`src/rtl/ber_pkg.sv`:
```
// Shared definitions for the PRBS bit-error-rate checker.
//   ber_state_e : checker FSM states
//   lfsr_sel_e  : source of the bit shifted into the local LFSR
//   PRBS9_*     : default PRBS9 polynomial mask (x^9+x^5+1) and generator seed
//   clog2       : ceiling log2, used to size the internal counters
package ber_pkg;

  typedef enum logic [1:0] {
    ST_LOAD   = 2'd0,
    ST_VERIFY = 2'd1,
    ST_LOCKED = 2'd2
  } ber_state_e;

  typedef enum logic {
    SEL_PRED = 1'b0,
    SEL_RX   = 1'b1
  } lfsr_sel_e;

  localparam logic [8:0] PRBS9_TAPS = 9'h110;
  localparam logic [8:0] PRBS9_SEED = 9'h1AA;

  function automatic int clog2(input int value);
    int v;
    int r;
    v = value - 1;
    r = 0;
    while (v > 0) begin
      r++;
      v = v >> 1;
    end
    return r;
  endfunction

endpackage

```
`src/rtl/ber_lfsr.sv`:
```
// Local LFSR of the BER checker. s[0] holds the most recent bit.
//   clk, rst  : clock, synchronous active-high reset (state to zero)
//   shift     : advance one bit
//   load_sel  : SEL_RX shifts in din, SEL_PRED shifts in the prediction
//   din       : received bit
//   pred      : predicted next bit, parity of state under TAPS
//   zero      : state is all-zero (a stuck LFSR that would predict zeros forever)
module ber_lfsr
  import ber_pkg::*;
#(
  parameter int           N    = 9,
  parameter logic [N-1:0] TAPS = PRBS9_TAPS
) (
  input  logic      clk,
  input  logic      rst,
  input  logic      shift,
  input  lfsr_sel_e load_sel,
  input  logic      din,
  output logic      pred,
  output logic      zero
);

  logic [N-1:0] s_q;
  logic [N-1:0] s_d;
  logic         fb;

  assign pred = ^(s_q & TAPS);
  assign zero = (s_q == '0);

  always_comb begin
    fb  = (load_sel == SEL_RX) ? din : pred;
    s_d = s_q;
    if (shift) begin
      s_d = {s_q[N-2:0], fb};
    end
  end

  always_ff @(posedge clk) begin
    if (rst) begin
      s_q <= '0;
    end else begin
      s_q <= s_d;
    end
  end

endmodule

```
`config.mk`:
```
export PLATFORM = sky130hd
export DESIGN_NAME = ber_lfsr
export DESIGN_NICKNAME = d
export VERILOG_FILES = /design/src/rtl/ber_pkg.sv /design/src/rtl/ber_lfsr.sv
export SDC_FILE = /design/constraint.sdc
export NUM_CORES = 1
export LEC_CHECK = 0
export ABC_AREA = 1
export CAP_MARGIN = 30
export CORE_AREA = 2 2 39 41
export CTS_BUF_LIST = sky130_fd_sc_hd__clkbuf_4 sky130_fd_sc_hd__clkbuf_8
export DETAILED_ROUTE_END_ITERATION = 12
export DIE_AREA = 0 0 41 43
export DONT_BUFFER_PORTS = 1
export PLACE_DENSITY = 0.52
export SETUP_SLACK_MARGIN = 0.2
export SLEW_MARGIN = 25
export SYNTH_ARGS = -nofsm -noshare
export SYNTH_HDL_FRONTEND = slang
export SYNTH_SLANG_ARGS = --single-unit
```
`constraint.sdc`:
```
create_clock -name clk -period 2.44 [get_ports clk]
set_clock_uncertainty 0.1 [all_clocks]
set_input_delay 0.488 -clock clk [delete_from_list [all_inputs] [get_ports clk]]
set_output_delay 0.488 -clock clk [all_outputs]
set_load 0.01 [all_outputs]
```
==> images/floorplan.png <==
Scale bar: 10 microns. Pins as bars on the die edge. Tap cells in grey.
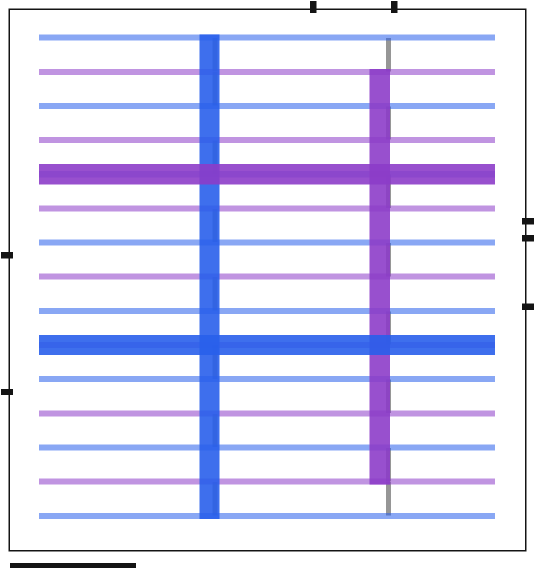
- purple: VDD
- blue: VSS
- met1 rails: 15
- rows: 14

==> images/class_map.png <==
Scale bar: 10 microns.
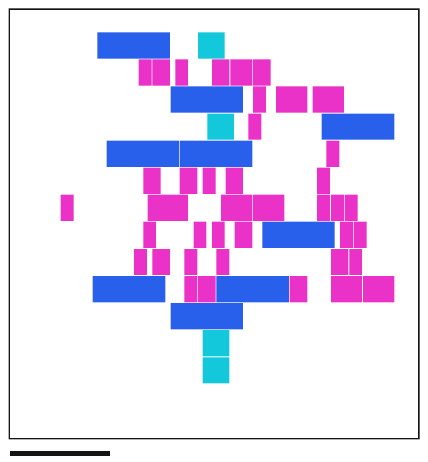
- cyan: clock drivers and dummy loads (cells 4; share of their area 7.3%)
- magenta: remaining logic cells (cells 40; share of their area 49%)
- blue: registers (cells 9; share of their area 44%)
num rows: 14
post-route cell area: 434 sq um
core area: 1380 sq um
Final Util: 31.4%
Seq/total area: 41.5%

worst paths after layout:
| check | endpoint | slack [ps] | startpoint |
|---|---|---|---|
| worst max-delay path | zero | 810 | s_q[4]$_SDFFE_PP0P_ |
| worst min-delay path | s_q[5]$_SDFFE_PP0P_ | 210 | shift |
| worst max register to register | s_q[0]$_SDFFE_PP0P_ | 1580 | s_q[4]$_SDFFE_PP0P_ |
| worst min register to register | s_q[8]$_SDFFE_PP0P_ | 390 | s_q[8]$_SDFFE_PP0P_ |
layout by cell type, fill, tap and decap left out, drive strengths merged:
master and instances:
o21ai 9, a21oi 5, inv 6, nor2b 1
nand2 2, nor3 1, nor2 14, nand3 2
clkbuf 4, dfxtp 9
metrics by stage:
stage               power [mW]  instance area (sq um)  util, %
finish                   0.329                    434     31.4
global route             0.344                    434     31.4
CTS                      0.334                    434     31.4
detailed placement       0.202                    404     29.2
global placement         0.202                    404     29.2
floorplan                0.200                    395        -
per-layer routing:
metal	vias up	part of all wire, %
met5	-	0
met1	139	51
li1	168	-
met3	5	6.0
met2	10	38
met4	0	5.0
final cells by class:
cell class                 instances  area share (%)
sequential                         9            41.5
tap                               16            4.61
clock buffer                       4            6.92
multi-input combinational         34            40.1
inverter                           6            6.92
power by group through the flow:
stage | logic (mW) | registers, mW | clock network, mW
final | 0.0351 | 0.164 | 0.130
after global routing | 0.0405 | 0.165 | 0.138
after CTS | 0.0357 | 0.164 | 0.134
after detailed placement | 0.0352 | 0.167 | 0
after global placement | 0.0354 | 0.167 | 0
after floorplan | 0.0340 | 0.166 | 0
cell usage after synthesis:
library cell  count
a21oi_2           4
inv_8             1
nor3_1            1
nor2_1           14
o21ai_2           2
dfxtp_1           9
a21oi_1           1
o21ai_0           5
buf_6             1
nand3_1           2
o21ai_1           2
inv_2             2
nand2_1           2
nor2b_1           1
inv_1             3
cell families after synthesis:
family                 Yosys count
DFF                              9
buffers and inverters            7
AOI/OAI and AO/OA               14
and+or+nand+nor                 20
worst max-delay path: stages, from the launching register on:
cell     delay, ps
dfxtp_1        330
nor2_1         140
nand3_1        100
nor2b_1        210
==> run_results.csv <==
group,metric,value,unit
floorplan,core_util_floorplan,28.6,%
timing,slew_viol_final,0,
route,drt_wl_total,761,microns
yosys,yosys_warnings,0,
global_route,grtUsageMet1,13.6,%
layout,reg_top3,"s_q: 9 flops",
place,dp_cells,65,
status,status,"completed",
worst_setup_path,crit_arrival,1040,ps
clock_network,cts-resized-gates,0,
global_route,grt_pass1_vias,275,
min_path,worstHoldPathCells,1,
yosys,syn_avg_cell_area,7.91,sq um
layout,final_layout_size_suffix_gt1_share,24.5,%
clock_network,cts_sinks,9,
layout,diodes,0,
clock_network,cts_max_path_buffers,2,
route,ant_nets,0,
worst_setup_path,path_class,"reg2out",
floorplan,chipArea,1760,sq um
route,avgRoutedWirePerCell,11.0,microns
clock_network,hold_buffers,0,
global_route,grt_pass1_wl,1.16,mm
yosys,ys_types,15,
yosys,ys_sh_aoi,23.4,%
layout,combGateArea,174,sq um
timing,max_slew_margin,85.5,%
power_and_ir_drop,intPower,0.245,mW
min_path,min_path_type,"in2reg",
yosys,ys_ff,9,
layout,largest_register_ff_count,9,
layout,fill_cells,159,
job,warnings,26,
Power and IR drop assume default switching activity.
